**config.mk**
```make
export PLATFORM = sky130hd
export DESIGN_NAME = finv_iter
export DESIGN_NICKNAME = d
export VERILOG_FILES = /design/src/rtl/finv_iter.sv
export SDC_FILE = /design/constraint.sdc
export NUM_CORES = 2
export LEC_CHECK = 0
export CORE_MARGIN = 2
export CORE_UTILIZATION = 65
export CTS_BUF_LIST = sky130_fd_sc_hd__clkbuf_8
export DETAILED_ROUTE_END_ITERATION = 16
export HOLD_SLACK_MARGIN = 0.03
export PLACE_DENSITY = 0.88
export SKIP_CTS_REPAIR_TIMING = 1
export SLEW_MARGIN = 10
export SYNTH_ARGS = -nofsm -noshare
export SYNTH_HDL_FRONTEND = slang
export SYNTH_SLANG_ARGS = --single-unit
```
**constraint.sdc**
```tcl
create_clock -name i_clk -period 11.9 [get_ports i_clk]
set_input_delay 1.785 -clock i_clk [delete_from_list [all_inputs] [get_ports i_clk]]
set_output_delay 1.785 -clock i_clk [all_outputs]
set_load 0.05 [all_outputs]
```
**src/rtl/finv_iter.sv**
```systemverilog
`timescale 1ns/1ps
// finv_iter: sequential IEEE-754 single-precision reciprocal, d = 1/s.
// A linear seed is refined by ITER Newton-Raphson steps on an unsigned fixed-point
// datapath with FRAC_W fraction bits and 2 integer bits. One shared multiplier
// serves the seed and both halves of each iteration. Special operands bypass the
// iteration and produce their result one cycle after acceptance.
//
// Ports:
//   i_clk        clock, all state changes on the rising edge
//   i_rst        synchronous active-high reset
//   i_in_valid   operand i_s is valid
//   o_in_ready   block accepts an operand (IDLE only, and only while i_rst is low)
//   i_s          IEEE-754 single operand
//   o_out_valid  o_d / o_overflow / o_underflow are valid
//   i_out_ready  consumer takes the result
//   o_d          IEEE-754 single result
//   o_overflow   divide-by-zero: operand was zero or denormal
//   o_underflow  result flushed to zero
module finv_iter #(
  parameter int unsigned ITER   = 3,
  parameter int unsigned FRAC_W = 30
) (
  input  logic        i_clk,
  input  logic        i_rst,
  input  logic        i_in_valid,
  output logic        o_in_ready,
  input  logic [31:0] i_s,
  output logic        o_out_valid,
  input  logic        i_out_ready,
  output logic [31:0] o_d,
  output logic        o_overflow,
  output logic        o_underflow
);

  localparam int unsigned XW = FRAC_W + 2;

  localparam logic [2:0] S_IDLE = 3'd0;
  localparam logic [2:0] S_SEED = 3'd1;
  localparam logic [2:0] S_MUL1 = 3'd2;
  localparam logic [2:0] S_MUL2 = 3'd3;
  localparam logic [2:0] S_NORM = 3'd4;
  localparam logic [2:0] S_DONE = 3'd5;

  // Seed constants 48/17 and 32/17, truncated to FRAC_W fraction bits.
  localparam logic [63:0]   C48_FULL  = (64'd48 << FRAC_W) / 64'd17;
  localparam logic [63:0]   C32_FULL  = (64'd32 << FRAC_W) / 64'd17;
  localparam logic [XW-1:0] C48       = C48_FULL[XW-1:0];
  localparam logic [XW-1:0] C32       = C32_FULL[XW-1:0];
  localparam logic [XW-1:0] TWO       = {2'b10, {FRAC_W{1'b0}}};
  localparam logic [2:0]    LAST_ITER = 3'(ITER - 1);

  logic [2:0]    r_state;
  logic [2:0]    r_iter;
  logic          r_sign;
  logic [7:0]    r_exp;
  logic [XW-1:0] r_dfix;
  logic [XW-1:0] r_x;
  logic [XW-1:0] r_t;
  logic [31:0]   r_d;
  logic          r_ovf;
  logic          r_unf;
  logic          r_out_valid;

  logic          w_sg;
  logic [7:0]    w_e;
  logic [22:0]   w_m;
  logic          w_special;
  logic [31:0]   w_spec_d;
  logic          w_spec_ovf;
  logic          w_spec_unf;
  logic [XW-1:0] w_dfix;
  logic [XW-1:0] w_mul_a;
  logic [XW-1:0] w_mul_b;
  logic [2*XW-1:0] w_prod;
  logic [XW-1:0] w_prod_t;
  logic [23:0]   w_rsum;
  logic [31:0]   w_norm_d;

  assign w_sg = i_s[31];
  assign w_e  = i_s[30:23];
  assign w_m  = i_s[22:0];

  // Operands whose result needs no iteration (or cannot be a normal number).
  always_comb begin
    w_special  = 1'b1;
    w_spec_d   = 32'd0;
    w_spec_ovf = 1'b0;
    w_spec_unf = 1'b0;
    if (w_e == 8'd0) begin
      w_spec_d   = {w_sg, 8'hFF, 23'd0};
      w_spec_ovf = 1'b1;
    end else if (w_e == 8'hFF) begin
      w_spec_d = (w_m == 23'd0) ? {w_sg, 31'd0} : 32'h7FC0_0000;
    end else if (w_m == 23'd0) begin
      if (w_e == 8'd254) begin
        w_spec_d   = {w_sg, 31'd0};
        w_spec_unf = 1'b1;
      end else begin
        w_spec_d = {w_sg, 8'd254 - w_e, 23'd0};
      end
    end else if (w_e >= 8'd253) begin
      w_spec_d   = {w_sg, 31'd0};
      w_spec_unf = 1'b1;
    end else begin
      w_special = 1'b0;
    end
  end

  // D = 1.m / 2 in [0.5, 1) with FRAC_W fraction bits.
  assign w_dfix = XW'({1'b1, w_m}) << (FRAC_W - 24);

  // Shared multiplier operand selection.
  always_comb begin
    w_mul_a = r_dfix;
    w_mul_b = r_x;
    case (r_state)
      S_SEED: begin
        w_mul_a = C32;
        w_mul_b = r_dfix;
      end
      S_MUL2: begin
        w_mul_a = r_x;
        w_mul_b = TWO - r_t;
      end
      default: begin
        w_mul_a = r_dfix;
        w_mul_b = r_x;
      end
    endcase
  end

  assign w_prod   = {{XW{1'b0}}, w_mul_a} * {{XW{1'b0}}, w_mul_b};
  assign w_prod_t = XW'(w_prod >> FRAC_W);

  // x is in (1,2): mantissa is the top 23 fraction bits, rounded half-up.
  assign w_rsum   = {1'b0, r_x[FRAC_W-1 -: 23]} + {23'd0, r_x[FRAC_W-24]};
  assign w_norm_d = w_rsum[23] ? {r_sign, 8'd254 - r_exp, 23'd0}
                               : {r_sign, 8'd253 - r_exp, w_rsum[22:0]};

  always_ff @(posedge i_clk) begin
    if (i_rst) begin
      r_state     <= S_IDLE;
      r_iter      <= 3'd0;
      r_sign      <= 1'b0;
      r_exp       <= 8'd0;
      r_dfix      <= '0;
      r_x         <= '0;
      r_t         <= '0;
      r_d         <= 32'd0;
      r_ovf       <= 1'b0;
      r_unf       <= 1'b0;
      r_out_valid <= 1'b0;
    end else begin
      case (r_state)
        S_IDLE: begin
          if (i_in_valid) begin
            r_sign <= w_sg;
            r_exp  <= w_e;
            r_dfix <= w_dfix;
            r_iter <= 3'd0;
            if (w_special) begin
              r_d         <= w_spec_d;
              r_ovf       <= w_spec_ovf;
              r_unf       <= w_spec_unf;
              r_out_valid <= 1'b1;
              r_state     <= S_DONE;
            end else begin
              r_state <= S_SEED;
            end
          end
        end
        S_SEED: begin
          r_x     <= C48 - w_prod_t;
          r_state <= S_MUL1;
        end
        S_MUL1: begin
          r_t     <= w_prod_t;
          r_state <= S_MUL2;
        end
        S_MUL2: begin
          r_x <= w_prod_t;
          if (r_iter == LAST_ITER) begin
            r_state <= S_NORM;
          end else begin
            r_iter  <= r_iter + 3'd1;
            r_state <= S_MUL1;
          end
        end
        S_NORM: begin
          r_d         <= w_norm_d;
          r_ovf       <= 1'b0;
          r_unf       <= 1'b0;
          r_out_valid <= 1'b1;
          r_state     <= S_DONE;
        end
        S_DONE: begin
          if (i_out_ready) begin
            r_out_valid <= 1'b0;
            r_state     <= S_IDLE;
          end
        end
        default: r_state <= S_IDLE;
      endcase
    end
  end

  assign o_in_ready  = (r_state == S_IDLE) && !i_rst;
  assign o_out_valid = r_out_valid;
  assign o_d         = r_d;
  assign o_overflow  = r_ovf;
  assign o_underflow = r_unf;

endmodule
```
==> impl_metrics.csv <==
group,metric,value,unit
status,outcome,"completed",
sta,setup_viol,0,
logic_synthesis,common_cells,"inv_1, fa_1, nand2_1",
floorplan,io_pins,72,
sta,final_max_slew_viol_count,0,
sta,fin_crit_sh,0.970,
flow_run,maxCapViolCount,0,
sta,setup_tns,0,ns
sta,slew_headroom,0.162,
sta,worst_slack,0.356,ns
sta,worst_pin_slew,1.26,ns
detailed_routing,wire_per_inst,24.2,µm
placement,pre_cts_ws,0.551,ns
worst_setup_path,cp_num_buf_inv,6,
global_routing,grt_usage,0.449,
worst_setup_path,worstSetupStartpointType,"flip-flop",
logic_synthesis,postSynthSeqShare,0.0684,
worst_setup_path,cp_top_family,"adder cells",
cells_and_area,fin_cells,5725,
worst_hold_path,hp-class,"flip-flop to flip-flop",
pwr,p_per_area,311,nW/µm²
pwr,p_leak,0.0208,µW
sta,rsz0062_at_grt,"false",
clock_tree,clock.latency.late_pin,0.46,ns
worst_setup_path,cp-end-kind,"flip-flop",
pwr,ir_worst_vdd,544,µV
worst_setup_path,cpMaxStageDelayCell,"a21oi_4",
logic_synthesis,edf_count,0,
floorplan,initCoreUtil,0.655,
cells_and_area,final_nets,6053,
placement,place_congestion,1.07,
floorplan,die_area,64100,µm²
cells_and_area,fill_cells,4563,
logic_synthesis,synth.most_common_cell,"inv_1",
worst_setup_path,crit_type,"flip-flop to flip-flop",
global_routing,grt_pass1_wl,213,mm
detailed_routing,vias,35800,
logic_synthesis,yosysChipArea,40400,µm²
clock_tree,cts-root-buf,"clkbuf_8",
cells_and_area,drive_gt1_frac,0.0627,
sta,finalHoldViolCount,0,
logic_synthesis,synthesis.area,40400,µm²
clock_tree,cts-buffers-inserted,17,
sta,fin_crit,11.54,ns
logic_synthesis,syn_avg_cell_area,8.31,µm²
floorplan,rows,91,
cells_and_area,area_growth_syn_to_layout,6.82,%
detailed_routing,final_antenna_net_count,0,
logic_synthesis,yosysWarnings,0,
logic_synthesis,top_cells_by_area,"fa_1, inv_1, ha_1",
worst_setup_path,path_max_fanout,19,
detailed_routing,firstDrtPassIters,8,
floorplan,core_area,61600,µm²
detailed_routing,post-route-drc-count,0,
detailed_routing,drt_iter0_drc,4281,
sta,hold_slack,0.460,ns
cells_and_area,mi_logic_area,33200,µm²
global_routing,grt_max_degree,72,
detailed_routing,routed_wl,138,mm
logic_synthesis,yosysTopAreaCell,"fa_1",
global_routing,grt_antenna_before_repair,12,
cells_and_area,flop_area,2770,µm²
placement,dp_hpwl,109,mm
sta,max_freq,0.0866,GHz
flow_run,openroad.warnings,32,
global_routing,grt_pass1_vias,37800,
worst_setup_path,crit_top_cell,"fa_1",
global_routing,overflow,0,
clock_tree,cts_max_level,4,
logic_synthesis,ff_type,"dfxtp_1",
logic_synthesis,yosys_cells,4860,
logic_synthesis,synth_cells,4860,
placement,port_buffers,71,
detailed_routing,vias_per_cell,6.26,
placement,dp_cells,5680,
logic_synthesis,async_flop_share,0,
worst_setup_path,critical_path_required,12.26,ns
-- final timing paths --
check,start,end,slack [ns],depth (start not counted)
min reg2reg,r_sign$_SDFFE_PP0P_,r_sign$_SDFFE_PP0P_,0.46,2
min,r_sign$_SDFFE_PP0P_,r_sign$_SDFFE_PP0P_,0.46,2
max,r_t[0]$_SDFFE_PP0P_,r_x[29]$_SDFFE_PP0N_,0.36,37
max reg2reg,r_t[0]$_SDFFE_PP0P_,r_x[29]$_SDFFE_PP0N_,0.36,37
-- routing by layer --
metal / global-route usage / routed length, µm / part of all wire / up-vias
met1: 0.521 / 44500 / 0.32 / 17500
li1: - / - / - / 14800
met4: 0.375 / 14700 / 0.11 / 14
met5: 0 / 104 / 0.00075 / -
met3: 0.159 / 19500 / 0.14 / 926
met2: 0.670 / 59500 / 0.43 / 2620
-- where the power goes --
part	total (µW)	internal, µW	switching (µW)
logic	12400	4590	7760
registers	634	526	108
clock network	416	213	203
total	13400	5330	8070
-- flip-flops by register name (all words and copies together), names as in the netlist --
register     cells
o_d             32
r_t             32
r_x             32
r_dfix          24
r_exp            8
r_iter           3
r_state          3
o_out_valid      1
o_overflow       1
o_underflow      1
r_sign           1
-- cell families (layout without fill, tap and decap cells) --
logic type	Yosys count	after routing	share of synthesized area
adders and majority gates	1153	1153	0.524
DFF	138	138	0.0684
and+or+nand+nor	1700	1700	0.176
other	0	11	0
xor gates and xnor gates	112	112	0.0257
muxes	17	17	0.00437
AOI/OAI and AO/OA	534	534	0.0900
buffers and inverters	1206	1223	0.112
-- cells in the final DEF, fill, tap and decap left out, drive strengths merged, types with 46 or more instances in the layout --
master	count
clkdlybuf4s50	70
dfxtp	138
a21oi	168
buf	173
and2	56
o21ai	105
nor3	46
a211oi	46
nand2	820
inv	950
xnor2	74
nor2	605
fa	894
ha	259
-- metrics by stage --
| stage | instance area, µm² | utilization | power, µW |
|---|---|---|---|
| 4_1_cts | 43100 | 0.699 | 13000 |
| 3_3_place_gp | 42600 | 0.692 | 12300 |
| 3_5_place_dp | 42600 | 0.692 | 12500 |
| 2_1_floorplan | 40400 | - | 8930 |
| 6_report | 43100 | 0.700 | 13400 |
| 5_1_grt | 43100 | 0.700 | 14300 |
-- worst register-to-register path: cells and delay by family, from the launching register on --
family,cells,cell delay [ns]
adders and majority gates,10,4.77
AOI/OAI and AO/OA,9,2.54
buffers and inverters,6,1.00
DFF,1,0.38
xor gates and xnor gates,2,0.52
and+or+nand+nor,10,2.24
-- area by class of cell --
type / instances / share of cell area
antenna: 11 / 0.000638
clock buffer: 18 / 0.00574
clock inverter: 14 / 0.00395
inverter: 948 / 0.0825
multi-input combinational: 3516 / 0.771
sequential: 138 / 0.0642
tap: 837 / 0.0243
timing repair buffer: 243 / 0.0478
**Nets reached from selected ports**

Scale: 1.5 px per µm.
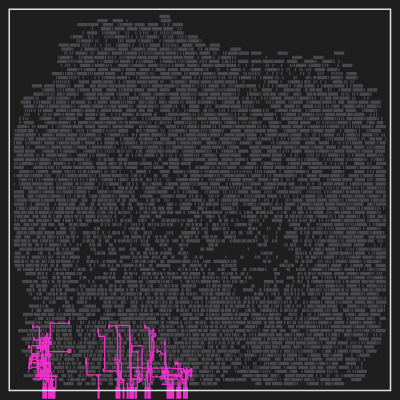
Key: `i_s` = magenta [bits 32, direction input, edge bottom, end cells 63, buffers 32, wire 1340 µm]

**Routing congestion map**

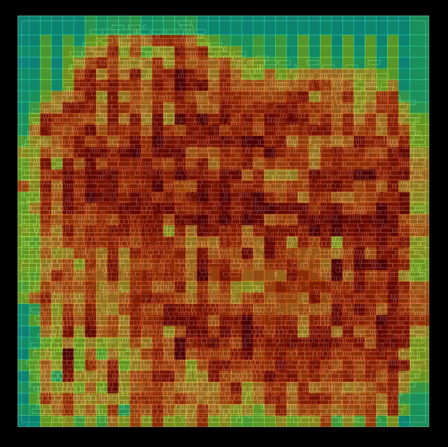
met3 Use GR: 0.159
met2 GRT Util: 0.670

No activity file was given, so power comes from the tool's default toggle rates.
